### Register map, names as in the netlist, run 1

Other sequential cells in the stronger gray, the rest of the logic in the fainter gray.
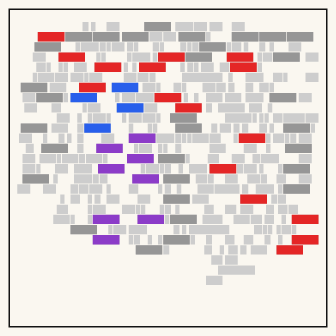
### The metal 2 layer, run 1

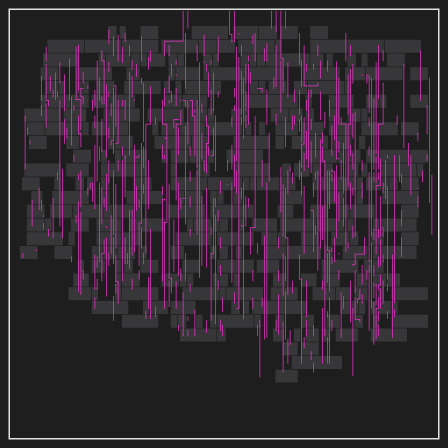
### Placed standard cells, run 1

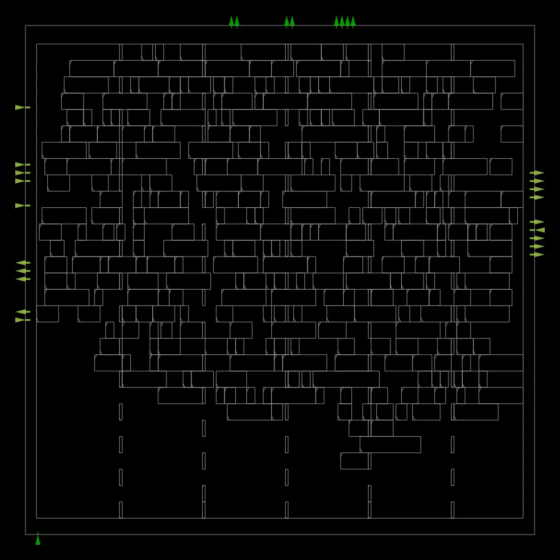
### Cell density map, run 1

8 x 8 tiles, from white (low) to dark blue (high), 0 to 100% covered.
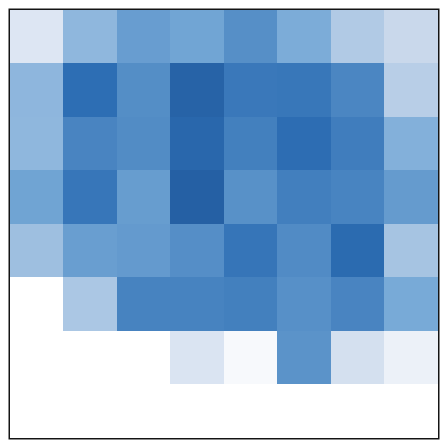
==> config.mk <==
export PLATFORM = sky130hd
export DESIGN_NAME = seq_nibble_mult_flat
export DESIGN_NICKNAME = d
export VERILOG_FILES = /design/src/rtl/seq_nibble_mult_if.sv /design/src/rtl/seq_nibble_mult.sv /design/src/flat_wrapper.sv
export SDC_FILE = /design/constraint.sdc
export NUM_CORES = 1
export LEC_CHECK = 0
export CORE_MARGIN = 1.5
export CORE_UTILIZATION = 40
export DETAILED_ROUTE_END_ITERATION = 6
export GPL_TIMING_DRIVEN = 0
export PLACE_DENSITY = 0.68
export SYNTH_ARGS = -nofsm -noshare
export SYNTH_HDL_FRONTEND = slang
export SYNTH_SLANG_ARGS = --single-unit
==> constraint.sdc <==
create_clock -name clk -period 3.9 [get_ports clk]
set_clock_uncertainty 0.1 [all_clocks]
set_input_delay 0.78 -clock clk [delete_from_list [all_inputs] [get_ports clk]]
set_output_delay 0.78 -clock clk [all_outputs]
set_load 0.01 [all_outputs]
==> src/rtl/seq_nibble_mult_if.sv <==
// Segment-load / result bus of seq_nibble_mult. The master drives segments and
// the signed_mode flag; the slave (the multiplier) returns handshake, status and product.
interface seq_nibble_mult_if #(
  parameter int WIDTH = 8,
  parameter int SEG   = 4
);
  logic                 seg_valid;
  logic [SEG-1:0]       seg_data;
  logic                 seg_ready;
  logic                 signed_mode;
  logic                 busy;
  logic                 done;
  logic                 result_valid;
  logic [2*WIDTH-1:0]   product;

  modport master (
    output seg_valid, seg_data, signed_mode,
    input  seg_ready, busy, done, result_valid, product
  );

  modport slave (
    input  seg_valid, seg_data, signed_mode,
    output seg_ready, busy, done, result_valid, product
  );
endinterface

==> src/rtl/seq_nibble_mult.sv <==
// Segment-loaded radix-2 shift-add multiplier with a registered double-width product.
// Optional two's-complement support is enabled by defining SEQ_MULT_SIGNED_EN.
module seq_nibble_mult #(
  parameter int WIDTH = 8,
  parameter int SEG   = 4
) (
  input  logic              clk,
  input  logic              rst,
  seq_nibble_mult_if.slave  bus
);

  localparam int NSEG   = WIDTH / SEG;
  localparam int CNT_W  = (NSEG > 1) ? $clog2(NSEG) : 1;
  localparam int ITER_W = $clog2(WIDTH);
  localparam logic [CNT_W-1:0]  LAST_SEG  = CNT_W'(NSEG - 1);
  localparam logic [ITER_W-1:0] LAST_ITER = ITER_W'(WIDTH - 1);

  typedef enum logic [1:0] {
    S_LOAD_A,
    S_LOAD_B,
    S_MULT,
    S_DONE
  } state_t;

  state_t               r_state;
  state_t               w_state_nxt;
  logic                 w_seg_ready;
  logic                 w_busy;
  logic                 w_done;
  logic                 w_accept;
  logic                 w_last_seg;
  logic                 w_mult_entry;

  logic [CNT_W-1:0]     r_seg_cnt;
  logic [ITER_W-1:0]    r_iter;
  logic [WIDTH-1:0]     r_a;
  logic [WIDTH-1:0]     r_b;
  logic [WIDTH-1:0]     r_mcand;
  logic [2*WIDTH-1:0]   r_acc;
  logic [2*WIDTH-1:0]   r_product;
  logic                 r_result_valid;

  logic [WIDTH-1:0]     w_a_nxt;
  logic [WIDTH-1:0]     w_b_nxt;
  logic [WIDTH-1:0]     w_mcand_init;
  logic [WIDTH-1:0]     w_mplier_init;
  logic [WIDTH:0]       w_sum;
  logic [2*WIDTH-1:0]   w_acc_step;
  logic [2*WIDTH-1:0]   w_product_fin;

`ifdef SEQ_MULT_SIGNED_EN
  logic                 r_neg;
  logic                 w_neg_init;

  // |-2^(WIDTH-1)| = 2^(WIDTH-1) still fits once the result is read as unsigned.
  function automatic logic [WIDTH-1:0] f_magnitude(input logic signed [WIDTH-1:0] x);
    return x[WIDTH-1] ? WIDTH'(-x) : WIDTH'(x);
  endfunction

  function automatic logic [2*WIDTH-1:0] f_negate(input logic [2*WIDTH-1:0] x);
    return ~x + 1'b1;
  endfunction
`else
  logic                 w_unused_signed_mode;
  assign w_unused_signed_mode = bus.signed_mode;
`endif

  // ---- control: state register ----
  always_ff @(posedge clk) begin
    if (rst) r_state <= S_LOAD_A;
    else     r_state <= w_state_nxt;
  end

  assign w_last_seg   = (r_seg_cnt == LAST_SEG);
  assign w_accept     = bus.seg_valid && w_seg_ready;
  assign w_mult_entry = w_accept && (r_state == S_LOAD_B) && w_last_seg;

  always_comb begin
    w_state_nxt = r_state;
    w_seg_ready = 1'b0;
    w_busy      = 1'b0;
    w_done      = 1'b0;
    unique case (r_state)
      S_LOAD_A: begin
        w_seg_ready = 1'b1;
        if (bus.seg_valid && w_last_seg) w_state_nxt = S_LOAD_B;
      end
      S_LOAD_B: begin
        w_seg_ready = 1'b1;
        if (bus.seg_valid && w_last_seg) w_state_nxt = S_MULT;
      end
      S_MULT: begin
        w_busy = 1'b1;
        if (r_iter == LAST_ITER) w_state_nxt = S_DONE;
      end
      S_DONE: begin
        w_busy      = 1'b1;
        w_done      = 1'b1;
        w_state_nxt = S_LOAD_A;
      end
      default: w_state_nxt = S_LOAD_A;
    endcase
  end

  // ---- operand assembly: incoming segment merged into its slot ----
  always_comb begin
    w_a_nxt = r_a;
    w_b_nxt = r_b;
    for (int k = 0; k < NSEG; k++) begin
      if (r_seg_cnt == CNT_W'(k)) begin
        w_a_nxt[k*SEG +: SEG] = bus.seg_data;
        w_b_nxt[k*SEG +: SEG] = bus.seg_data;
      end
    end
  end

  // The multiplier is taken from w_b_nxt so MULT can start on the edge that
  // accepts the last B segment.
  always_comb begin
`ifdef SEQ_MULT_SIGNED_EN
    w_mcand_init  = bus.signed_mode ? f_magnitude($signed(r_a))     : r_a;
    w_mplier_init = bus.signed_mode ? f_magnitude($signed(w_b_nxt)) : w_b_nxt;
    w_neg_init    = bus.signed_mode && (r_a[WIDTH-1] ^ w_b_nxt[WIDTH-1]);
`else
    w_mcand_init  = r_a;
    w_mplier_init = w_b_nxt;
`endif
  end

  // ---- shift-add iteration: WIDTH+1-bit sum keeps the carry ----
  always_comb begin
    w_sum = {1'b0, r_acc[2*WIDTH-1:WIDTH]} + {1'b0, r_mcand};
    if (r_acc[0]) w_acc_step = {w_sum, r_acc[WIDTH-1:1]};
    else          w_acc_step = {1'b0, r_acc[2*WIDTH-1:1]};
`ifdef SEQ_MULT_SIGNED_EN
    w_product_fin = r_neg ? f_negate(w_acc_step) : w_acc_step;
`else
    w_product_fin = w_acc_step;
`endif
  end

  // ---- datapath and result registers ----
  always_ff @(posedge clk) begin
    if (rst) begin
      r_seg_cnt      <= '0;
      r_iter         <= '0;
      r_a            <= '0;
      r_b            <= '0;
      r_mcand        <= '0;
      r_acc          <= '0;
      r_product      <= '0;
      r_result_valid <= 1'b0;
`ifdef SEQ_MULT_SIGNED_EN
      r_neg          <= 1'b0;
`endif
    end else begin
      if (w_accept) begin
        r_seg_cnt <= w_last_seg ? '0 : r_seg_cnt + 1'b1;
        if (r_state == S_LOAD_A) begin
          r_a <= w_a_nxt;
          if (r_seg_cnt == '0) r_result_valid <= 1'b0;
        end else begin
          r_b <= w_b_nxt;
        end
      end

      if (w_mult_entry) begin
        r_iter  <= '0;
        r_mcand <= w_mcand_init;
        r_acc   <= {{WIDTH{1'b0}}, w_mplier_init};
`ifdef SEQ_MULT_SIGNED_EN
        r_neg   <= w_neg_init;
`endif
      end

      // The final iteration writes the product directly so it is visible in DONE.
      if (r_state == S_MULT) begin
        r_iter <= r_iter + 1'b1;
        r_acc  <= w_acc_step;
        if (r_iter == LAST_ITER) begin
          r_product      <= w_product_fin;
          r_result_valid <= 1'b1;
        end
      end
    end
  end

  assign bus.seg_ready    = w_seg_ready;
  assign bus.busy         = w_busy;
  assign bus.done         = w_done;
  assign bus.result_valid = r_result_valid;
  assign bus.product      = r_product;

endmodule

==> src/flat_wrapper.sv <==
// flat-port wrapper written by rule: the top's interface ports become plain ports
module seq_nibble_mult_flat 
#(
  parameter int WIDTH = 8,
  parameter int SEG   = 4
)
  (clk, rst, bus_seg_valid, bus_seg_data, bus_signed_mode, bus_seg_ready, bus_busy, bus_done, bus_result_valid, bus_product);
  seq_nibble_mult_if #(.WIDTH(WIDTH), .SEG(SEG)) bus_i ();
  input  logic clk;
  input  logic rst;
  input wire logic [$bits(bus_i.seg_valid)-1:0] bus_seg_valid;
  input wire logic [$bits(bus_i.seg_data)-1:0] bus_seg_data;
  input wire logic [$bits(bus_i.signed_mode)-1:0] bus_signed_mode;
  output wire logic [$bits(bus_i.seg_ready)-1:0] bus_seg_ready;
  output wire logic [$bits(bus_i.busy)-1:0] bus_busy;
  output wire logic [$bits(bus_i.done)-1:0] bus_done;
  output wire logic [$bits(bus_i.result_valid)-1:0] bus_result_valid;
  output wire logic [$bits(bus_i.product)-1:0] bus_product;
  assign bus_i.seg_valid = bus_seg_valid;
  assign bus_i.seg_data = bus_seg_data;
  assign bus_i.signed_mode = bus_signed_mode;
  assign bus_seg_ready = bus_i.seg_ready;
  assign bus_busy = bus_i.busy;
  assign bus_done = bus_i.done;
  assign bus_result_valid = bus_i.result_valid;
  assign bus_product = bus_i.product;
  seq_nibble_mult #(.WIDTH(WIDTH), .SEG(SEG)) u_core (.clk(clk), .rst(rst), .bus(bus_i));
endmodule
==> CHANGELOG.md, run 1 <==
### Changed

- Status: finished, final reports clean
- Layout cell share with drive strength beyond 1: 10.03%
- # nets final: 347
- Synth top cells by count: 59 x dfxtp_1, 40 x nor2_1, 39 x nand2_1, 24 x a21oi_1, 19 x mux2i_1
- Clk latency late pin: 340 ps
- Die X: 84.70 um
- I/O pin cnt: 28
- Post-route setup TNS: 0 ps
- Global-route met3 utilization: 5.900%
- DP HPWL: 4594 um
- Logic area: 0.001406 sq mm
- Post-Place Cells: 390
- Synth top cell by count: dfxtp_1
- Ys flop type: dfxtp_1
- Slowest-stage cell, CP: clkdlybuf4s50_1
- Cell Area, Synth: 0.002670 sq mm
- Register share of total power: 41.4%
- Vias/cell: 5.352
- Internal: 1.179 mW
- Met1 Usage GRT: 23.00%
- Yosys adder share: 7.310%
- CP Launch Type: register
- Max power group: the clock network
- Max incr delay on CP: 520 ps
- Rows: 29
- Die Y: 84.70 um
- Post-synthesis average cell area: 9.271 sq um
- Bufs w/o clock: 42
- CTS tree: yes
- Final instance area: 0.003263 sq mm
- Max Cap Viol: 0
- Yosys stat area: 0.002670 sq mm
- Post-layout period usage: 86.72%
- Maximum VDD drop: 324.1 uV
- Ys cells: 288
- Clock sink count: 59
- Initial antenna violation count: 0
- Hold_buf cts: 0
- Distinct lib cells: 47
- Non-clock buffer share: 9.739%
- Pre-CTS WS: 878.8 ps
- First-pass GRT wire length: 10,230 um
- Delay-heaviest family, CP: buffers and inverters
- Largest net degree at the start of global routing: 11
- Root Buffer: clkbuf_8
- Setup crit end kind: output pin
- #FFs+latches synth: 59
- Global route overflow: 0
- Ys async rst share: 0%
- Multi-input gates: 208
- Worst Slack Setup Final: 517.8 ps
- Synth area leaders: dfxtp_1 44%, mux2i_1 7.1%, ha_1 6.6%, nor2_1 5.6%, nand2_1 5.5%
- Warnings, synthesis: 0
- Basic Gates by Area: 18.37%
- Routability Congestion: 0.8187
- Reg clk slew, reported paths: 70 ps
- Maximum clock insertion buffer count: 2
- # DRC: 0
- Combinational share of cell area: 43.10%
- Synth area leader: dfxtp_1
- Largest logic family: simple AND/OR/NAND/NOR gates
- Non-clock inverters: 4
- Clk cell area share: 7.554%
- Crit path max fanout: 10
- Top cells excl fill/tap: 59 x dfxtp_1, 40 x nor2_1, 39 x nand2_1, 25 x clkdlybuf4s50_1, 24 x a21oi_1
- Number of synthesized flops with an enable pin: 0
- # clk buffers: 13
- WS Path Type: register to output pin
- Clk. pwr: 0.662 mW
- Log Warnings: 30
- Fin Hold WS: 349.1 ps
- Worst-margin pin slew: 615.8 ps
- Dominant kind of cell: combinational gates
- PD cells: 489.4 mW/mm^2
- ANT cells: 0
- Area leader share: 44.24%
- Number of setup buffers added after CTS: 0
- Final min period: 3382 ps
About 'Register map, names as in the netlist':
Key: `u_core.r_b` = blue [flops 4]; `u_core.r_a` = purple [flops 8]; `u_core.r_acc` = red [flops 16]
Another 31 sequential cells are not colored.
flop share of the area: 36.20%
Flop area: 0.001181 sq mm
seq pwr: 0.661 mW
final core utilization: 51.10%

About 'The metal 2 layer':
The wires run mostly vertical. The layer carries 2,840 um of wire. 284 nets have wire on it. The layer holds 47% of the routed length. The longest straight run is 49.6 um.
GR Util met2: 29.80%
via count: 2,173
WL final: 6038 um

About 'Placed standard cells':
non-filler cells, final: 406
Layout fillers: 606
core area: 0.006386 sq mm
Tap Count: 77

About 'Cell density map':
The mean over all tiles is 44%. The emptiest ninth of the die: lower left. The fullest tile reaches 81%. 7.8% of the tiles are over 75% full. 19% of the tiles are nearly empty.
fp util: 41.81%

==> run 1: metal layers <==
layer  vias to the layer above  wire (um)
met5                         -          0
met4                         0         76
met3                         9        329
met2                        59       2835
met1                      1015       2796
li1                       1090          -
==> run 1: final timing paths <==
path                                  startpoint                             end  slack, ps  cells past startpoint
setup reg to reg    u_core.r_acc[8]$_SDFFE_PP0P_   u_core.r_acc[13]$_SDFFE_PP0P_       1590                      7
setup / recovery  u_core.r_state[0]$_SDFFE_PP0P_                        bus_busy        520                      6
hold / removal        u_core.r_a[2]$_SDFFE_PP0P_  u_core.r_mcand[2]$_SDFFE_PP0P_        350                      2
hold reg to reg       u_core.r_a[2]$_SDFFE_PP0P_  u_core.r_mcand[2]$_SDFFE_PP0P_        350                      2
==> run 1 -> run 2 <==
--- a/config.mk
+++ b/config.mk
@@ -8,8 +8,9 @@
 export CORE_MARGIN = 1.5
 export CORE_UTILIZATION = 40
 export DETAILED_ROUTE_END_ITERATION = 6
+export GPL_ROUTABILITY_DRIVEN = 0
 export GPL_TIMING_DRIVEN = 0
-export PLACE_DENSITY = 0.68
+export PLACE_DENSITY = 0.69
 export SYNTH_ARGS = -nofsm -noshare
 export SYNTH_HDL_FRONTEND = slang
 export SYNTH_SLANG_ARGS = --single-unit
==> constraint.sdc (replaced) <==
create_clock -name clk -period 3.8 [get_ports clk]
set_clock_uncertainty 0.1 [all_clocks]
set_input_delay 0.76 -clock clk [delete_from_list [all_inputs] [get_ports clk]]
set_output_delay 0.76 -clock clk [all_outputs]
set_load 0.01 [all_outputs]
### The metal 2 layer, run 2

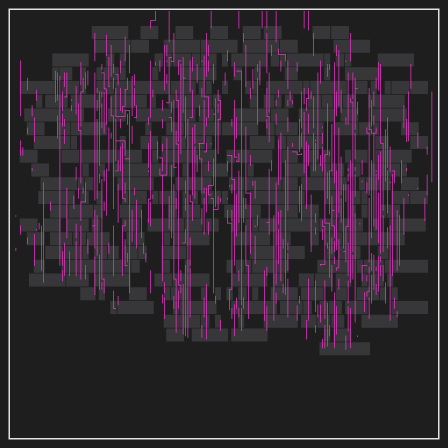
The layer carries 2,780 um of wire. The wires run mostly vertical. The longest straight run is 46.2 um. The layer holds 46% of the routed length.
GR Util met2: 29.58%
via count: 2,187

==> CHANGELOG.md, run 2 <==
### Changed

- Status: finished, final reports clean (unchanged)
- Multi-input gates: 208 (unchanged)
- Crit path launch: u_core.r_state[0]$_SDFFE_PP0P_ (unchanged)
- Core area: 0.006386 sq mm (unchanged)
- Maximum clock insertion buffer count: 2 (unchanged)
- Die X: 84.70 um (unchanged)
- Layout cell share with drive strength beyond 1: 10.03% (unchanged)
- I/O pin cnt: 28 (unchanged)
- Delay-heaviest family, CP: buffers and inverters (unchanged)
- Worst Slack Setup Final: 424.4 ps (was 517.8 ps)
- Post-route setup TNS: 0 ps (unchanged)
- Post-Place Cells: 390 (unchanged)
- Warnings, synthesis: 0 (unchanged)
- Global route overflow: 0 (unchanged)
- Internal: 1.171 mW (was 1.179 mW)
- # DRC: 0 (unchanged)
- Final instance area: 0.003243 sq mm (was 0.003263 sq mm)
- Dominant kind of cell: combinational gates (unchanged)
- Distinct lib cells: 47 (unchanged)
- Ys cells: 288 (unchanged)
- Slowest-stage cell, CP: clkdlybuf4s50_1 (unchanged)
- WS Path Type: register to output pin (unchanged)
- Area leader share: 44.24% (unchanged)
- Synth top cells by count: 59 x dfxtp_1, 40 x nor2_1, 39 x nand2_1, 24 x a21oi_1, 19 x mux2i_1 (unchanged)
- Synth top cell by count: dfxtp_1 (unchanged)
- Bufs w/o clock: 42 (unchanged)
- Setup crit end kind: output pin (unchanged)
- Die Y: 84.70 um (unchanged)
- Top cells excl fill/tap: 59 x dfxtp_1, 40 x nor2_1, 39 x nand2_1, 25 x clkdlybuf4s50_1, 24 x a21oi_1 (unchanged)
- Metal1 wirelength: 2909 um (was 2796 um)
- Clk. pwr: 0.641 mW (was 0.662 mW)
- Pre-CTS WS: 768.8 ps (was 878.8 ps)
- Met3 Wirelength: 289 um (was 329 um)
- Reg clk slew, reported paths: 60 ps (was 70 ps)
- Non-clock inverters: 4 (unchanged)
- Yosys stat area: 0.002670 sq mm (unchanged)
- CTS tree: yes (unchanged)
- Hold_buf cts: 0 (unchanged)
- Clk cell area share: 6.983% (was 7.554%)
- Met1 Usage GRT: 22.58% (was 23.00%)
- Cell Area, Synth: 0.002670 sq mm (unchanged)
- # nets final: 347 (unchanged)
- Uppermost layer routed: met4 (unchanged)
- First-pass GRT wire length: 10,090 um (was 10,230 um)
- Maximum VDD drop: 412.0 uV (was 324.1 uV)
- Synth area leaders: dfxtp_1 44%, mux2i_1 7.1%, ha_1 6.6%, nor2_1 5.6%, nand2_1 5.5% (unchanged)
- Seq pwr: 0.679 mW (was 0.661 mW)
- Flop share of the area: 36.42% (was 36.20%)
- Post-layout period usage: 88.83%
- Global-route met3 utilization: 4.523% (was 5.900%)
- Post-synthesis average cell area: 9.271 sq um (unchanged)
- Max Cap Viol: 0 (unchanged)
- Worst-margin pin slew: 597.3 ps (was 615.8 ps)
- Register share of total power: 42.3% (was 41.4%)
- Clk latency late pin: 330 ps (was 340 ps)
- Log Warnings: 30 (unchanged)
- Non-filler cells, final: 406 (unchanged)
- Flop area: 0.001181 sq mm (unchanged)
- Initial antenna violation count: 0 (unchanged)
- Synth area leader: dfxtp_1 (unchanged)
- Final min period: 3376 ps
- Root Buffer: clkbuf_8 (unchanged)
- Worst r2r src: u_core.r_acc[8]$_SDFFE_PP0P_ (unchanged)
- Tap Count: 77 (unchanged)
- Number of synthesized flops with an enable pin: 0 (unchanged)
- Largest net degree at the start of global routing: 11 (unchanged)
- Fin Hold WS: 354.1 ps (was 349.1 ps)
- Max power group: registers (was the clock network)
### M1 wires, run 2

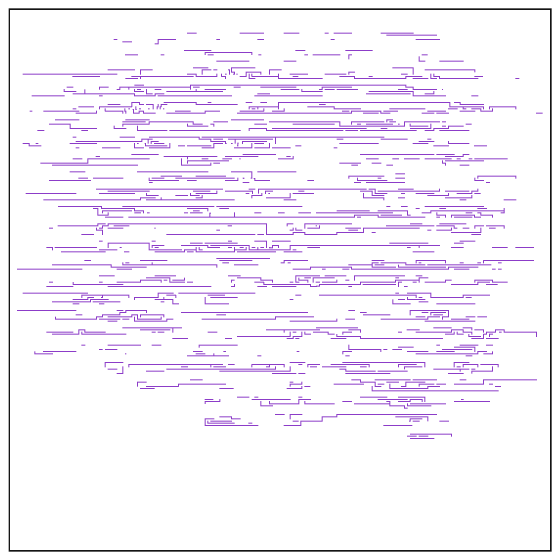
The layer holds 48% of the routed length. The wires run mostly horizontal. The longest straight run is 35.4 um. 322 nets have wire on it.

## run 2: cell counts after synthesis
Identical to the previous run, type by type.
## run 2: path summary, 6_finish.rpt
check	endpoint	slack [ps]	depth (start not counted)
max	bus_busy	420	6
min	u_core.bus.product[6]$_SDFFE_PP0P_	350	2
max reg2reg	u_core.r_acc[13]$_SDFFE_PP0P_	1480	7
min reg2reg	u_core.bus.product[6]$_SDFFE_PP0P_	350	2
## run 2: kinds of logic after synthesis
logic type | share of synthesized area [%]
AND/OR/NAND/NOR | 18.37
adder cells (fa/ha/maj) | 7.310
buffers and inverters | 3.092
flip-flops | 44.24
multiplexers | 7.123
XOR/XNOR | 1.968
AND-OR/OR-AND | 17.90
==> run 2 -> run 3 <==
--- a/config.mk
+++ b/config.mk
@@ -5,12 +5,14 @@
 export SDC_FILE = /design/constraint.sdc
 export NUM_CORES = 1
 export LEC_CHECK = 0
+export CELL_PAD_IN_SITES_DETAIL_PLACEMENT = 0
+export CELL_PAD_IN_SITES_GLOBAL_PLACEMENT = 1
 export CORE_MARGIN = 1.5
 export CORE_UTILIZATION = 40
 export DETAILED_ROUTE_END_ITERATION = 6
 export GPL_ROUTABILITY_DRIVEN = 0
 export GPL_TIMING_DRIVEN = 0
-export PLACE_DENSITY = 0.69
+export PLACE_DENSITY = 0.83
 export SYNTH_ARGS = -nofsm -noshare
 export SYNTH_HDL_FRONTEND = slang
 export SYNTH_SLANG_ARGS = --single-unit
### Register map, names as in the netlist, run 3

Other sequential cells in the stronger gray, the rest of the logic in the fainter gray.
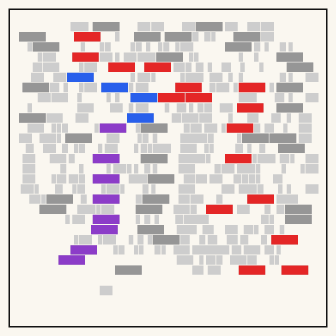
Key: `u_core.r_b` = blue [flops 4]; `u_core.r_a` = purple [flops 8]; `u_core.r_acc` = red [flops 16]
Another 31 sequential cells are not colored.
flop share of the area: 37.18%
seq pwr: 0.679 mW
final core utilization: 49.75%

==> CHANGELOG.md, run 3 <==
### Changed

- Clock sink count: 59 (unchanged)
- Input/output buffers: 25 (unchanged)
- Synth top cell by count: dfxtp_1 (unchanged)
- Synth top cells by count: 59 x dfxtp_1, 40 x nor2_1, 39 x nand2_1, 24 x a21oi_1, 19 x mux2i_1 (unchanged)
- Routed Antenna Nets: 0 (unchanged)
- Pre-CTS WS: 813.1 ps (was 768.8 ps)
- Uppermost layer routed: met4 (unchanged)
- Number of setup buffers added after CTS: 0 (unchanged)
- GR Util met2: 28.64% (was 29.58%)
- Max incr delay on CP: 520 ps (was 530 ps)
- Die Area: 0.007174 sq mm (unchanged)
- Synth Net Count: 311 (unchanged)
- Worst Slack Setup Final: 434.1 ps (was 424.4 ps)
- Maximum VDD drop: 304.9 uV (was 412.0 uV)
- Buffers plus inverters on the worst setup path: 4 (unchanged)
- CP Launch Type: register (unchanged)
- Basic Gates by Area: 18.37% (unchanged)
- Total CTS buffers: 9 (unchanged)
- Met3 Wirelength: 283 um (was 289 um)
- CP arrival: 2510 ps (was 2520 ps)
- #FFs+latches synth: 59 (unchanged)
- Commonest Layout Cell: dfxtp_1 (unchanged)
- # nets final: 347 (unchanged)
- CTS tree: yes (unchanged)
- Crit path max fanout: 10 (unchanged)
- PD cells: 454.0 mW/mm^2 (was 495.1 mW/mm^2)
- Global route overflow: 0 (unchanged)
- WL final: 6223 um (was 6091 um)
- Worst Hold Path EP: u_core.bus.product[9]$_SDFFE_PP0P_ (was u_core.bus.product[6]$_SDFFE_PP0P_)
- Delay-heaviest family, CP: buffers and inverters (unchanged)
- Post-route setup TNS: 0 ps (unchanged)
- Cts repair resizes: 0 (unchanged)
- Fp util: 41.81% (unchanged)
- Ys async rst share: 0% (unchanged)
- DP HPWL: 4660 um (was 4511 um)
- Vias in the first global route: 2,033 (was 2,197)
- Final setup viols: 0 (unchanged)
- Final instance area: 0.003177 sq mm (was 0.003243 sq mm)
- Initial antenna violation count: 0 (unchanged)
- Register share of total power: 47.1% (was 42.3%)
- Final Power: 1.442 mW (was 1.606 mW)
- Synth Instances: 288 (unchanged)
- Top cells excl fill/tap: 59 x dfxtp_1, 40 x nor2_1, 39 x nand2_1, 25 x clkdlybuf4s50_1, 24 x a21oi_1 (unchanged)
- Reg clk slew, reported paths: 60 ps (about the same)
- Worst-path cell chain: inv_1 -> ha_1 -> buf_2 -> clkbuf_1 -> or2_2 -> clkdlybuf4s50_1 (unchanged)
- # DRC: 0 (unchanged)
- Setup crit end kind: output pin (unchanged)
- Logic area: 0.001406 sq mm (unchanged)
- Unrepaired setup endpoints after global routing: no (unchanged)
- Crit path launch: u_core.r_state[0]$_SDFFE_PP0P_ (unchanged)
- Flop area: 0.001181 sq mm (unchanged)
- Hold/Removal Path Class: register to register (unchanged)
- WS Path Type: register to output pin (unchanged)
- Fmax: 297.1 MHz (was 296.2 MHz)
- Hold_sp: u_core.bus.product[9]$_SDFFE_PP0P_ (was u_core.bus.product[6]$_SDFFE_PP0P_)
- Total combinational power: 0.285 mW (was 0.286 mW)
- Gr usage total: 18.56% (was 17.94%)
- Min-Delay Path Depth: 2 (unchanged)
- Slack of the worst reg-to-reg path: 1480 ps (about the same)
- Clk latency late pin: 340 ps (was 330 ps)
- DRT iter0 DRCs: 152 (was 161)
- Max power group: registers (unchanged)
- Switch share: 29.43% (was 27.05%)
- I/O pin cnt: 28 (unchanged)
- Root Buffer: clkbuf_8 (unchanged)
- Global-route met3 utilization: 5.310% (was 4.523%)
- Warnings, synthesis: 0 (unchanged)
- Via count: 2,161 (was 2,187)
- XOR Share, Synth: 1.968% (unchanged)
- Worst r2r src: u_core.r_acc[8]$_SDFFE_PP0P_ (unchanged)
- Maximum clock insertion buffer count: 2 (unchanged)
- Ys flop type: dfxtp_1 (unchanged)
- Fin Hold WS: 351.9 ps (was 354.1 ps)
- Die X: 84.70 um (unchanged)
- Die Y: 84.70 um (unchanged)
- Yosys aoi share: 17.90% (unchanged)
- Largest logic family: simple AND/OR/NAND/NOR gates (unchanged)
- Internal: 1.018 mW (was 1.171 mW)
- WP data required: 2940 ps (about the same)
- Slew headroom: 60.71% (was 60.18%)
- Wire per inst: 15.37 um (was 15.00 um)
- Post-Place Cells: 390 (unchanged)
- Worst-margin pin slew: 589.4 ps (was 597.3 ps)
- Cell Area, Synth: 0.002670 sq mm (unchanged)
- Hold_buf cts: 0 (unchanged)
- Cell depth of the worst setup path: 6 (unchanged)
- Ys cells: 288 (unchanged)
- Max-slew violation count: 0 (unchanged)
- Synth area leader: dfxtp_1 (unchanged)
- Post-synthesis average cell area: 9.271 sq um (unchanged)
- H-Tree Depth: 3 (unchanged)
- Slowest-stage cell, CP: clkdlybuf4s50_1 (unchanged)
- Yosys adder share: 7.310% (unchanged)
- Clk. pwr: 0.479 mW (was 0.641 mW)
- Distinct lib cells: 47 (unchanged)
- Max Cap Viol: 0 (unchanged)
- Largest net degree at the start of global routing: 11 (unchanged)
- First-pass GRT wire length: 10,270 um (was 10,090 um)
- FF-to-FF End: u_core.r_acc[13]$_SDFFE_PP0P_ (unchanged)
- Post-DP Area: 0.003017 sq mm (unchanged)
- Psw: 0.4244 mW (was 0.4343 mW)
- Hold Vio Cnt, Final: 0 (unchanged)
- Post-layout period usage: 88.58% (was 88.83%)
- Core area: 0.006386 sq mm (unchanged)
- Layout fillers: 631 (was 590)
- Log Warnings: 30 (unchanged)
- Area leader share: 44.24% (unchanged)
- Metal1 wirelength: 3035 um (was 2909 um)
- Final min period: 3366 ps (was 3376 ps)
- Non-filler cells, final: 405 (was 406)
- Synth-to-layout area growth: 18.98% (was 21.46%)
- Mux share: 7.123% (unchanged)
- Rows: 29 (unchanged)
- Drt first pass iters: 4 (was 7)
- Pleak: 1.215 nW (was 1.248 nW)
- Clock power frac: 33.2% (was 39.9%)
- Status: finished, final reports clean (unchanged)
- R2R cell count: 7 (unchanged)
- Yosys stat area: 0.002670 sq mm (unchanged)
- GRT busiest layer: met2 (unchanged)
- Routed wl met2: 2866 um (was 2782 um)
- End of the critical path: bus_busy (unchanged)
- ANT cells: 0 (unchanged)
- Vias/cell: 5.336 (was 5.387)
- Register area share after synthesis: 44.24% (unchanged)
- Met1 Usage GRT: 25.43% (was 22.58%)
- Synth area leaders: dfxtp_1 44%, mux2i_1 7.1%, ha_1 6.6%, nor2_1 5.6%, nand2_1 5.5% (unchanged)
- Layout cell share with drive strength beyond 1: 9.146% (was 10.03%)
- Combinational power share: 19.7% (was 17.8%)
- Number of synthesized flops with an enable pin: 0 (unchanged)
### Cell density map, run 3

8 x 8 tiles, from white (low) to dark blue (high), 0 to 100% covered.
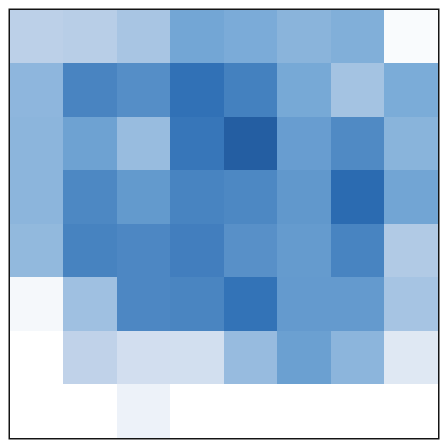
13% of the tiles are nearly empty. The mean over all tiles is 43%. The emptiest ninth of the die: lower left.

==> run 3: netlist changes by cell type in the layout (fill, tap and decap cells not counted) <==
cell       previous run  this run
clkbuf_1             10        12
bufinv_16             2         0
clkbuf_8             11        10
==> run 3: layout make-up <==
cell class | instances | share of cell area [%]
Tap cell | 77 | 3.033
Clock buffer | 12 | 4.569
Buffer | 17 | 2.127
Clock inverter | 3 | 0.4726
Sequential cell | 59 | 37.18
Multi-Input combinational cell | 208 | 44.27
Inverter | 4 | 0.4726
Timing Repair Buffer | 25 | 7.877
==> run 3: worst register-to-register path: stages (launching register included) <==
cell and delay, ps:
dfxtp_1 320, ha_1 270, fa_1 430, a21o_2 230, a221oi_2 310, xor2_1 280, a211oi_1 120, a21o_1 170
Power and IR drop assume default switching activity.
